==> config.mk <==
export PLATFORM = sky130hd
export DESIGN_NAME = rename_register_file
export DESIGN_NICKNAME = d
export VERILOG_FILES = /design/src/rtl/rename_register_file.sv
export SDC_FILE = /design/constraint.sdc
export NUM_CORES = 2
export LEC_CHECK = 0
export CORE_ASPECT_RATIO = 1.5
export CORE_MARGIN = 2
export CORE_UTILIZATION = 50
export DETAILED_ROUTE_END_ITERATION = 8
export GPL_TIMING_DRIVEN = 0
export HOLD_SLACK_MARGIN = 0.08
export PLACE_DENSITY = 0.69
export SYNTH_ARGS = -nofsm -noshare
export SYNTH_HDL_FRONTEND = slang
export SYNTH_SLANG_ARGS = --single-unit
==> constraint.sdc <==
create_clock -name clk -period 7.85 [get_ports clk]
set_input_delay 1.57 -clock clk [delete_from_list [all_inputs] [get_ports clk]]
set_output_delay 1.57 -clock clk [all_outputs]
set_load 0.005 [all_outputs]
==> src/rtl/rename_register_file.sv <==
`default_nettype none
// ============================================================================
// Module      : rename_register_file
// Description : Register-rename status table. Each architectural register
//               holds a valid bit, the ROB tag of its pending producer and
//               its committed data. Supports multi-port combinational reads
//               with optional same-cycle commit forwarding, destination
//               renaming, multi-port tag-matched writeback and flush.
// Revision    : 1.0 - initial release
// ============================================================================
module rename_register_file #(
    parameter int REG_WIDTH  = 5,
    parameter int ROB_WIDTH  = 3,
    parameter int DATA_WIDTH = 32,
    parameter int N_READ     = 2,
    parameter int N_COMMIT   = 2,
    parameter int BYPASS     = 1,
    parameter int ZERO_REG   = 0
) (
    input  logic                  clk,
    input  logic                  reset,
    input  logic [REG_WIDTH-1:0]  read_reg     [N_READ],
    output logic                  read_valid   [N_READ],
    output logic [ROB_WIDTH-1:0]  read_tag     [N_READ],
    output logic [DATA_WIDTH-1:0] read_data    [N_READ],
    input  logic                  issue,
    input  logic [REG_WIDTH-1:0]  issue_reg,
    input  logic [ROB_WIDTH-1:0]  issue_tag,
    input  logic                  commit       [N_COMMIT],
    input  logic [ROB_WIDTH-1:0]  commit_tag   [N_COMMIT],
    input  logic [DATA_WIDTH-1:0] commit_data  [N_COMMIT],
    input  logic                  flush,
    output logic [REG_WIDTH:0]    pending_count
);

    localparam int c_DEPTH = 2 ** REG_WIDTH;
    localparam int c_CNT_W = REG_WIDTH + 1;

    logic                  r_valid [c_DEPTH];
    logic [ROB_WIDTH-1:0]  r_tag   [c_DEPTH];
    logic [DATA_WIDTH-1:0] r_data  [c_DEPTH];
    logic [c_CNT_W-1:0]    r_pending;

    logic                  w_valid_nxt [c_DEPTH];
    logic [ROB_WIDTH-1:0]  w_tag_nxt   [c_DEPTH];
    logic [DATA_WIDTH-1:0] w_data_nxt  [c_DEPTH];
    logic [c_CNT_W-1:0]    w_pending_nxt;

    // Next state of every entry: commit writeback first (later ports override
    // earlier ones), then flush revalidates or issue re-renames the entry.
    always_comb begin
        for (int i = 0; i < c_DEPTH; i++) begin
            w_valid_nxt[i] = r_valid[i];
            w_tag_nxt[i]   = r_tag[i];
            w_data_nxt[i]  = r_data[i];
            for (int k = 0; k < N_COMMIT; k++) begin
                if (commit[k] && !r_valid[i] && (r_tag[i] == commit_tag[k])) begin
                    w_data_nxt[i]  = commit_data[k];
                    w_valid_nxt[i] = 1'b1;
                end
            end
            if (flush) begin
                w_valid_nxt[i] = 1'b1;
            end else if (issue && (issue_reg == REG_WIDTH'(i))) begin
                w_valid_nxt[i] = 1'b0;
                w_tag_nxt[i]   = issue_tag;
            end
            // Entry 0 is a constant zero register when enabled
            if ((ZERO_REG != 0) && (i == 0)) begin
                w_valid_nxt[i] = 1'b1;
                w_tag_nxt[i]   = '0;
                w_data_nxt[i]  = '0;
            end
        end
    end

    // Count of entries that will be pending after the coming edge
    always_comb begin
        w_pending_nxt = '0;
        for (int i = 0; i < c_DEPTH; i++) begin
            w_pending_nxt = w_pending_nxt + {{REG_WIDTH{1'b0}}, ~w_valid_nxt[i]};
        end
    end

    // Entry storage and pending counter; reset makes every entry valid
    always_ff @(posedge clk) begin
        if (reset) begin
            for (int i = 0; i < c_DEPTH; i++) begin
                r_valid[i] <= 1'b1;
                r_tag[i]   <= '0;
                r_data[i]  <= '0;
            end
            r_pending <= '0;
        end else begin
            for (int i = 0; i < c_DEPTH; i++) begin
                r_valid[i] <= w_valid_nxt[i];
                r_tag[i]   <= w_tag_nxt[i];
                r_data[i]  <= w_data_nxt[i];
            end
            r_pending <= w_pending_nxt;
        end
    end

    // Combinational read ports with optional forwarding of same-cycle commits
    always_comb begin
        for (int p = 0; p < N_READ; p++) begin
            read_valid[p] = r_valid[read_reg[p]];
            read_tag[p]   = r_tag[read_reg[p]];
            read_data[p]  = r_data[read_reg[p]];
            if (BYPASS != 0) begin
                for (int k = 0; k < N_COMMIT; k++) begin
                    if (commit[k] && !r_valid[read_reg[p]] &&
                        (r_tag[read_reg[p]] == commit_tag[k])) begin
                        read_valid[p] = 1'b1;
                        read_data[p]  = commit_data[k];
                    end
                end
            end
        end
    end

    assign pending_count = r_pending;

endmodule
`default_nettype wire

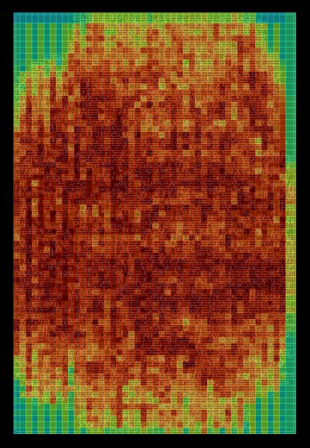
Figure 1: routing congestion.
aggregate global-route resource usage: 48.1%
met1 track demand over resource in global routing: 48.8%
final core utilization: 55.9%
busiest metal layer after global routing: met2

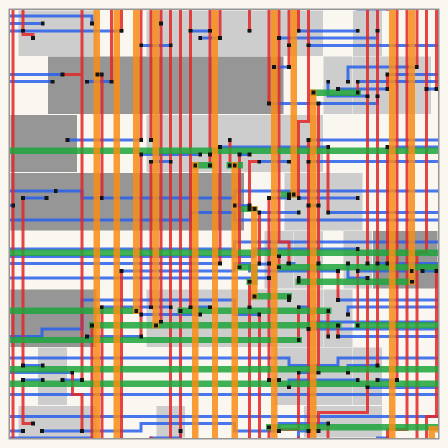
Figure 2: close-up of the layout.
Window x 231 to 251, y 110 to 130 um. Cells in grey, sequential cells in the stronger grey; small squares are vias.
legend:
  M3:
    colour: green
  M4:
    colour: orange
  M2:
    colour: red
  M1:
    colour: blue
cells with their middle in the window: 20
sequential cells in the window: 2
most frequent: mux2i_1 (6), nor2_1 (6)
netlist names of flops here include: r_data (2)

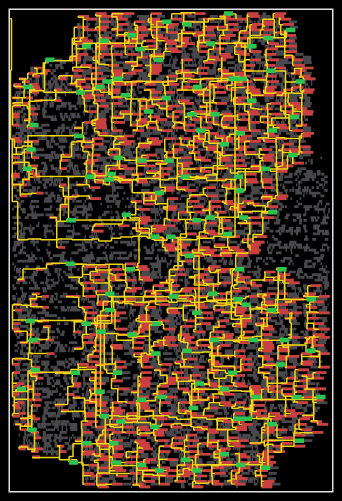
Figure 3: clock network drawn from the DEF.
Scale: 1 px per um.
legend:
  clock wires:
    colour: yellow
    length: 17100 um
  flip-flops:
    colour: red
    count: 1158
  clock-net drivers:
    colour: green
    count: 119
flops lie: all over the die
routed clock nets: 120

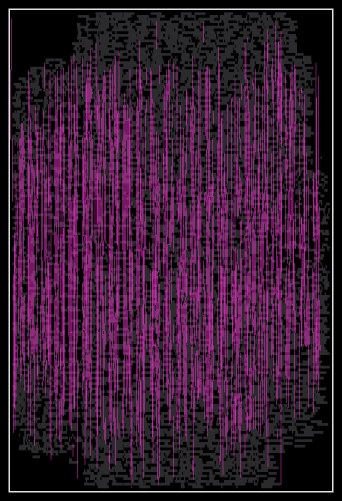
Figure 4: the metal 4 layer.
Scale: 1 px per um.
main direction: vertical
longest straight run: 265 um
share of all routed wire: 15%

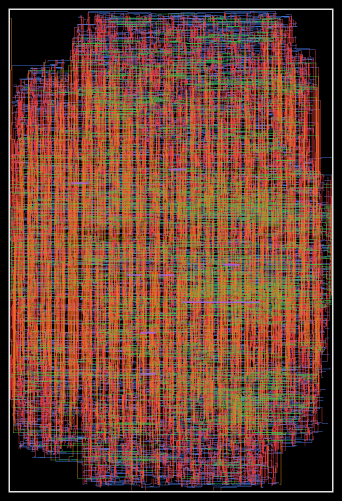
Figure 5: signal wires by layer.
Scale: 1 px per um.
legend:
  M5:
    colour: purple
    wire_length: 176 um
  M3:
    colour: green
    wire_length: 44.8 mm
  M1:
    colour: blue
    wire_length: 109 mm
  M2:
    colour: red
    wire_length: 164 mm
  M4:
    colour: orange
    wire_length: 54.7 mm

==> results.py <==
# Generated from Yosys and OpenROAD reports
metrics = {
    "outcome": {
        "status": "finished with violations",
        "failing_checks": "capacitance limit, slew limit, setup timing",
    },
    "min_path": {
        "worstHoldPathType": "register to register",
        "holdPathStages": 2,
        "hp-start": "r_tag[4][1]",
    },
    "drt": {
        "route.detailed.vias_per_inst": 7.38,
        "first_pass_iters": 9,
        "drt-wirelength-per-cell_um": 44.8,
        "drt_iter0_drc": 9565,
        "drc_errors": 0,
        "route.vias.total": 61300,
        "met2_wire_length_um": 164000,
        "route.final.wire_length_um": 372000,
        "met1_length_um": 109000,
    },
    "critical_path": {
        "cp.required_ps": 6280,
        "worstSetupEndpoint": "read_data[57]",
        "critical_path.reg2reg.endpoint": "pending_count[4]",
        "crit_path_start_kind": "input port",
        "worst-path-max-fanout": 10,
        "worstSetupStartpoint": "read_reg[5]",
        "end_kind": "output pin",
        "crit_path_depth": 11,
        "r2r_start": "r_tag[13][0]",
        "worst-path-buf-inv": 5,
        "path_delay_family": "buffers and inverters",
        "crit_path_cell_trace": "clkdlybuf4s50_1 -> buf_4 -> inv_2 -> mux2i_1 -> o2bb2ai_2 -> nor3_2 -> o22a_4 -> buf_1 -> a31oi_1 -> o31ai_1 -> clkdlybuf4s50_1",
        "critical-path-top-cell-by-count": "clkdlybuf4s50_1",
        "crit_path_category": "input port to output pin",
        "cpMaxStageDelayCell": "clkdlybuf4s50_1",
        "r2r_setup_slack_ps": 1000,
        "critPathArrivalTime_ps": 6420,
    },
    "placement": {
        "dp_hpwl_um": 275000,
        "detailedPlace.worstSlack_ps": -1800,
        "dpl_cell_area_um2": 79600,
        "post-place-cells": 8061,
        "numPortBuffers": 96,
        "gpl.final_weighted_congestion": 1.10,
    },
    "cells_and_area": {
        "largest-register": "r_data",
        "largest_register_ffs": 1024,
        "layout.cell_area.non_filler_um2": 84500,
        "top_area_cell_class": "multi-input combinational cells",
        "drive_above_1_share_pct": 20.7,
        "comb_area_um2": 39500,
        "area_delta_synth_final_pct": 11.4,
        "sh_seq_area_pct": 39.6,
        "stdcell_count": 8305,
        "antenna_cells_inserted": 33,
        "ff_count": 1158,
        "number_of_inserted_filler_cells_in_the_final_layout": 12700,
        "layout.nets": 6353,
        "final.signal_inverter_count": 40,
        "clock_area_share_pct": 4.79,
        "final_layout_top_logic_cells": "1219 x nor2_1, 1119 x mux2i_1, 1024 x edfxtp_1",
        "layout_top_cell_excl_fill_tap": "nor2_1",
        "final-seq-area_um2": 33400,
        "comb.multi_input.count": 4007,
    },
    "synthesis": {
        "enable_flop_cells": 1024,
        "top_cells_by_instance_count_after_synthesis": "1225 x nor2_1, 1122 x mux2i_1, 1024 x edfxtp_1, 699 x mux4_2, 517 x clkbuf_1",
        "synth-main-ff-cell": "edfxtp_1",
        "synth_async_sr_flop_share_pct": 0,
        "netlist.area_leader.share_pct": 40.6,
        "synth_cell_type_count": 61,
        "synthesis.yosys.warnings": 0,
        "xor_area_share_pct": 2.34,
        "synth_simple_gate_area_share_pct": 9.51,
        "fa_ha_area_share_pct": 0.749,
        "syn-num-nets": 6126,
        "syn_area_um2": 75800,
        "ys_seq_share_pct": 44.1,
        "yosys-mux-area-fraction_pct": 36.1,
        "logic_family": "multiplexers",
        "netlist_instances": 6001,
        "post_synth.cell_area_avg_um2": 12.6,
        "yosys_cells": 6001,
        "synthMostInstantiatedCell": "nor2_1",
        "synth-area-yosys_um2": 75800,
        "postSynthRegisterBits": 1158,
        "area_leaders": "edfxtp_1 41%, mux4_2 21%, mux2i_1 15%, nor2_1 6.1%, dfxtp_1 3.5%",
        "ys_sh_aoi_pct": 2.67,
    },
    "clock_network": {
        "insertion_delay_ps": 850,
        "ctsHoldBuffers": 0,
        "cts_buffer_depth": 3,
        "ctsRootBufferMaster": "clkbuf_16",
        "setup_buffers_after_cts": 2,
        "sinks_on_clock_net": 1158,
        "cts_h_tree_lvls": 3,
        "tritoncts_clock_tree": "done",
        "cts_resized": 134,
        "worst_setup_hold_path_clk_slew_ps": 70,
    },
    "pwr": {
        "report.power.total_mw": 16.2,
        "pwr-share-comb_pct": 18.3,
        "p_leak_nw": 35.8,
        "cellInternalPower_mw": 11.4,
        "vdd.ir_drop.worst_uv": 208,
        "clock_net_power_mw": 6.17,
        "switchingPower_mw": 4.83,
        "p_seq_mw": 7.10,
        "p_comb_mw": 2.98,
        "seqPwrFrac_pct": 43.7,
        "share_clk_of_total_power_pct": 38.0,
        "largestPowerGroup": "sequential cells",
        "power_density_nw_per_um2": 192,
        "switching_share_pct": 29.7,
    },
    "timing": {
        "slew_violations": 8,
        "finClkSkew_ps": 39.0,
        "timing.final.crit_period_ps": 7990,
        "layout_worst_path_cycle_share_pct": 102,
        "max_slew.worst_pin.slew_ps": 1560,
        "final-hold-violation-count": 0,
        "max_clock_freq_mhz": 125,
        "setup_viol": 34,
        "holdWs_ps": 545,
        "worst_slack_ps": -139,
    },
    "floorplan": {
        "chip_area_um2": 155000,
        "initial_core_util_pct": 50.2,
        "floorplan.die.width_um": 322,
        "fp.coreArea_um2": 151000,
        "dieHeight_um": 481,
        "placementRows": 175,
        "tapcells": 1947,
    },
    "global_route": {
        "grt_first_pass_wirelength_um": 499000,
        "grtUsageMet2_pct": 72.5,
        "grt_max_degree": 33,
        "groute.layer.met3.usage_pct": 17.5,
        "grt_overflow": 0,
        "number_of_antenna_violations_at_the_first_check_in_global_routing": 45,
        "number_of_global_route_vias_before_repair": 60200,
    },
    "run": {
        "max_cap_violations": 1,
    },
}
Power is estimated from default activity; no workload was simulated.
